Fig. 1: clock wiring as the flow saved it
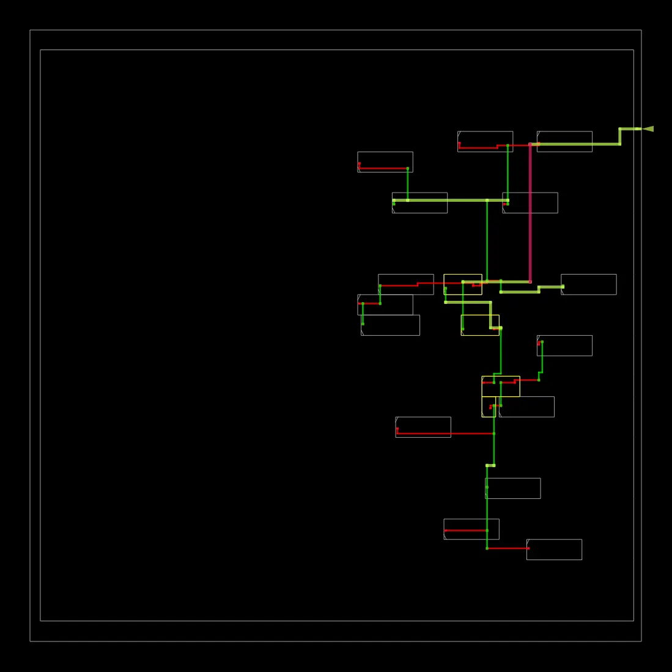
Fig. 2: pin map
Pins as bars across the die edge, other pins in grey.
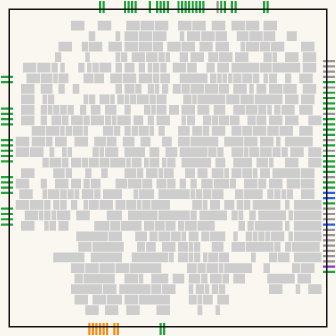
Fig. 3: register map, names as in the netlist
Other sequential cells in the stronger grey, the rest of the logic in the fainter grey.
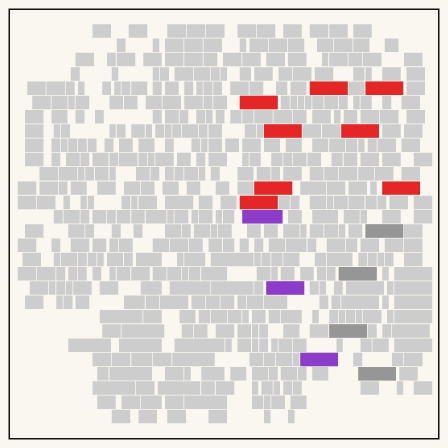
Fig. 4: logic cells by family
Scale bar: 20 microns.
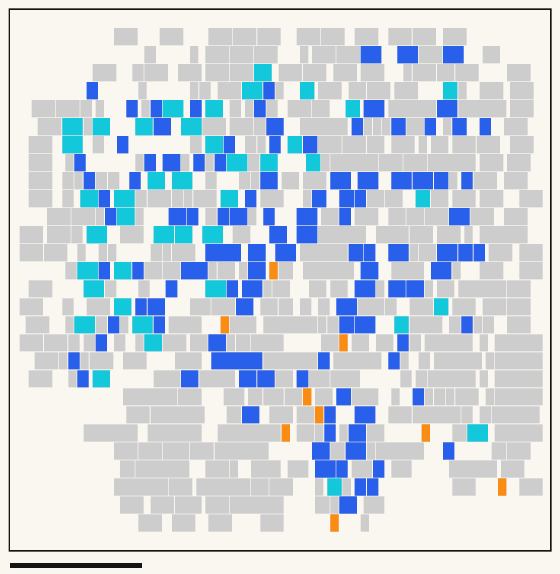
Fig. 5: metal layers overlaid
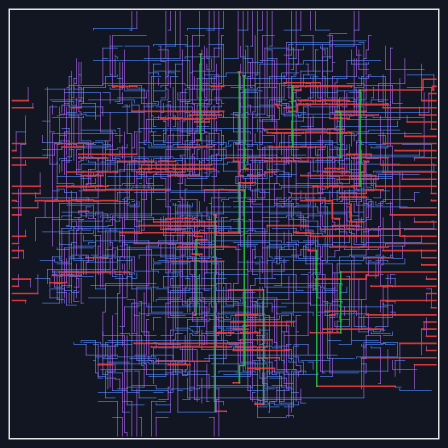
## config.mk

```make
export PLATFORM = sky130hd
export DESIGN_NAME = round_robin_mux_8_1
export DESIGN_NICKNAME = d
export VERILOG_FILES = /design/src/rtl/rr_mux_pkg.sv /design/src/rtl/rr_arbiter_8.sv /design/src/rtl/round_robin_mux_8_1.sv
export SDC_FILE = /design/constraint.sdc
export NUM_CORES = 1
export LEC_CHECK = 0
export CAP_MARGIN = 20
export CORE_MARGIN = 1
export CORE_UTILIZATION = 49
export DETAILED_ROUTE_END_ITERATION = 6
export PLACE_DENSITY = 0.93
export REMOVE_ABC_BUFFERS = 1
export SLEW_MARGIN = 5
export SYNTH_ARGS = -nofsm -noshare
export SYNTH_HDL_FRONTEND = slang
export SYNTH_SLANG_ARGS = --single-unit
```

## constraint.sdc

```tcl
create_clock -name Clock_In -period 4.56 [get_ports Clock_In]
set_input_delay 0.456 -clock Clock_In [delete_from_list [all_inputs] [get_ports Clock_In]]
set_output_delay 0.456 -clock Clock_In [all_outputs]
set_load 0.1 [all_outputs]
```

## src/rtl/rr_mux_pkg.sv

```systemverilog
// rr_mux_pkg: shared constants and the packed-channel slice helper for the round-robin 8:1 mux
package rr_mux_pkg;
  localparam int NUM_CH = 8;
  localparam int SEL_W = 3;
  localparam logic [SEL_W-1:0] RST_PTR = 3'd7;
  function automatic int unsigned ch_lsb(input logic [SEL_W-1:0] ch, input int unsigned w);
    return 32'(ch) * w;
  endfunction
endpackage

```

## src/rtl/rr_arbiter_8.sv

```systemverilog
// rr_arbiter_8: combinational round-robin pick starting after last_ptr_i, one-hot grant plus index
module rr_arbiter_8
  import rr_mux_pkg::*;
(
  input  logic [NUM_CH-1:0] req_i,
  input  logic [SEL_W-1:0]  last_ptr_i,
  input  logic              gnt_en_i,
  output logic [NUM_CH-1:0] gnt_o,
  output logic [SEL_W-1:0]  idx_o
);
  logic [SEL_W-1:0] ch;
  // scan farthest-to-nearest so the nearest requester after last_ptr_i overwrites the rest
  always_comb begin
    idx_o = '0;
    ch = '0;
    for (int k = NUM_CH; k >= 1; k--) begin
      ch = last_ptr_i + SEL_W'(k);
      if (req_i[ch]) idx_o = ch;
    end
    gnt_o = (gnt_en_i && |req_i) ? ({{(NUM_CH-1){1'b0}}, 1'b1} << idx_o) : '0;
  end
endmodule

```

## src/rtl/round_robin_mux_8_1.sv

```systemverilog
// round_robin_mux_8_1: round-robin 8:1 mux with valid/ready output register; RR_MUX_LOCK_EN adds channel lock
module round_robin_mux_8_1
  import rr_mux_pkg::*;
#(
  parameter int DATA_WIDTH = 8
) (
  input  logic                         Clock_In,
  input  logic                         Reset_n_In,
  input  logic                         Enable_In,
  input  logic [NUM_CH-1:0]            Req_In,
  input  logic [NUM_CH*DATA_WIDTH-1:0] Data_In,
  output logic [NUM_CH-1:0]            Grant_Out,
  output logic                         Valid_Out,
  input  logic                         Ready_In,
  output logic [DATA_WIDTH-1:0]        Data_Out,
  output logic [SEL_W-1:0]             Select_Out
`ifdef RR_MUX_LOCK_EN
  ,
  input  logic                         Lock_In
`endif
);
  logic                  valid_q, valid_d;
  logic [DATA_WIDTH-1:0] data_q, data_d;
  logic [SEL_W-1:0]      sel_q, sel_d, last_q, last_d, win_idx;
  logic [NUM_CH-1:0]     req_eff;
  logic                  load;
`ifdef RR_MUX_LOCK_EN
  logic lock_q, lock_d, locked;
  assign locked  = lock_q && Lock_In && Req_In[sel_q];
  assign req_eff = locked ? (Req_In & ({{(NUM_CH-1){1'b0}}, 1'b1} << sel_q)) : Req_In;
`else
  assign req_eff = Req_In;
`endif
  assign load = Reset_n_In && Enable_In && (!valid_q || Ready_In) && (|req_eff);
  rr_arbiter_8 u_arb (
    .req_i      (req_eff),
    .last_ptr_i (last_q),
    .gnt_en_i   (load),
    .gnt_o      (Grant_Out),
    .idx_o      (win_idx)
  );
  // load the winner, otherwise drain on accept and hold on stall
  always_comb begin
    valid_d = load || (valid_q && !Ready_In);
    data_d  = load ? Data_In[ch_lsb(win_idx, DATA_WIDTH) +: DATA_WIDTH] : data_q;
    sel_d   = load ? win_idx : sel_q;
    last_d  = load ? win_idx : last_q;
`ifdef RR_MUX_LOCK_EN
    lock_d  = load ? Lock_In : locked;
`endif
  end
  // output stage and round-robin pointer registers
  always_ff @(posedge Clock_In) begin
    if (!Reset_n_In) begin
      valid_q <= 1'b0;
      data_q  <= '0;
      sel_q   <= '0;
      last_q  <= RST_PTR;
`ifdef RR_MUX_LOCK_EN
      lock_q  <= 1'b0;
`endif
    end else begin
      valid_q <= valid_d;
      data_q  <= data_d;
      sel_q   <= sel_d;
      last_q  <= last_d;
`ifdef RR_MUX_LOCK_EN
      lock_q  <= lock_d;
`endif
    end
  end
  assign Valid_Out  = valid_q;
  assign Data_Out   = data_q;
  assign Select_Out = sel_q;
endmodule

```

==> results_dict.tcl <==
# flow metrics
set metrics [dict create \
    status "complete, no violations" \
    inv_count 9 \
    finalNetCount 576 \
    dp_cells 568 \
    timing.final.crit_period_ns 4.331 \
    maxCapViolCount 0 \
    cts_tree "done" \
    postLayoutCellArea_sq_um 4209 \
    crit_cells 13 \
    r2r_end "Data_Out[3]$_SDFFE_PN0P_" \
    buffer_area_frac 0.2735 \
    clock_path_buffers 2 \
    cts-root-buf "clkbuf_8" \
    rsz0062_at_grt "no" \
    netlist_instances 421 \
    final_util 0.6985 \
    ys_cells 421 \
    cts_sinks 15 \
    grt_pass1_wl_mm 15.92 \
    cpPeakStageDelay_ns 0.54 \
    area_leaders "mux2i_1 (12%), dfxtp_1 (9.7%), nand2_1 (7.3%)" \
    routed.top_layer "met4" \
    die_area_sq_um 6647 \
    top_cells_by_count "nand2_1 (60), a21oi_1 (37), mux2i_1 (36)" \
    crit_family "AND-OR/OR-AND gates" \
    met2_length_mm 4.622 \
    final.fill_count 483 \
    fin_crit_sh 0.9498 \
    synth-edff-count 0 \
    wl_met3_mm 1.137 \
    warnings 26 \
    adder_share 0.008074 \
    hpwl_mm 7.383 \
    mi_logic_area_sq_um 2582 \
    layout_setup_ws_ns 0.2289 \
    timing.critical_path.from "last_q[0]$_SDFFE_PN1P_" \
    ctsResizeCount 0 \
    drive_gt1_frac 0.1348 \
    critPathRequiredTime_ns 4.10 \
    whs_ns 0.4557 \
    synthMuxAreaShare 0.2293 \
    critPathLaunchType "register" \
    core_sq_um 6026 \
    place_ws_ns 0.3874 \
    comb_area_frac 0.6136 \
    grt.overflow.total 0 \
    min_path_type "register to register" \
    fp_util 0.5143 \
    clock.fmax_ghz 0.2309 \
    cp.arrival_ns 3.88 \
    simple_gate_share 0.3161 \
    antenna_found_initial 0 \
    post_cts_buffers 0 \
    logic_family "simple AND/OR/NAND/NOR gates" \
    yosys_most_used_dff "dfxtp_1" \
    clock_buffers 3 \
]
Notes on Fig. 1 above:
CTS Buf Count: 3
clk latency late pin: 0.25 ns

Notes on Fig. 2 above:
Req_In -> orange  # pins 8, direction input, edge bottom
Select_Out -> blue  # pins 3, direction output, edge right
Enable_In -> purple  # pins 1, direction input, edge right
Data_In -> green  # pins 64, direction input, edge 25 top, 19 left, 18 right, 2 bottom
all pins by edge = 41 right, 26 top, 19 left, 10 bottom
Die W: 81.53 microns
port buffer count: 95
Die Y: 81.53 microns

Notes on Fig. 3 above:
last_q -> purple  # flops 3
Data_Out -> red  # flops 8
not coloured = 4
Sequential cell area: 301.5 sq um

Notes on Fig. 4 above:
and/or cells -> cyan  # cells 41
inv cells -> orange  # cells 9
aoi and oai cells -> blue  # cells 110
Final Non-Filler Cells: 572
most common logic cell in the routed design: clkdlybuf4s50_1

Notes on Fig. 5 above:
M4 -> green  # wire length 245 microns
M2 -> purple  # wire length 4,620 microns
M1 -> blue  # wire length 4,040 microns
M3 -> red  # wire length 1,140 microns
Post-Route WL: 10.05 mm
DR vias: 3,879
Avg WL per Cell: 17.57 microns
Total Routing Usage GR: 0.2992

flip-flops by register name (all words and copies together) (netlist names):
name        count
Select_Out      3
Valid_Out       1
last_q          3
Data_Out        8
cell usage in the layout (no fill, tap or decap), types with 10 or more instances in the layout:
cell,instances
a21oi_1,37
a22oi_1,10
a31oi_1,10
and4_1,16
buf_4,16
clkdlybuf4s50_1,87
dfxtp_1,14
mux2i_1,35
nand2_1,60
nand3_1,34
nand3b_1,15
o21ai_0,13
or4_1,15
per-layer routing:
metal,GRT usage,vias up
met5,0,-
met4,0.1018,0
met3,0.03556,27
met2,0.4958,283
met1,0.3981,1768
li1,-,1801
kinds of logic after synthesis:
family	count (synthesis)
muxes	55
xor gates and xnor gates	3
buffers and inverters	48
adders and majority gates	2
AOI/OAI and AO/OA	120
and+or+nand+nor	178
DFF	15
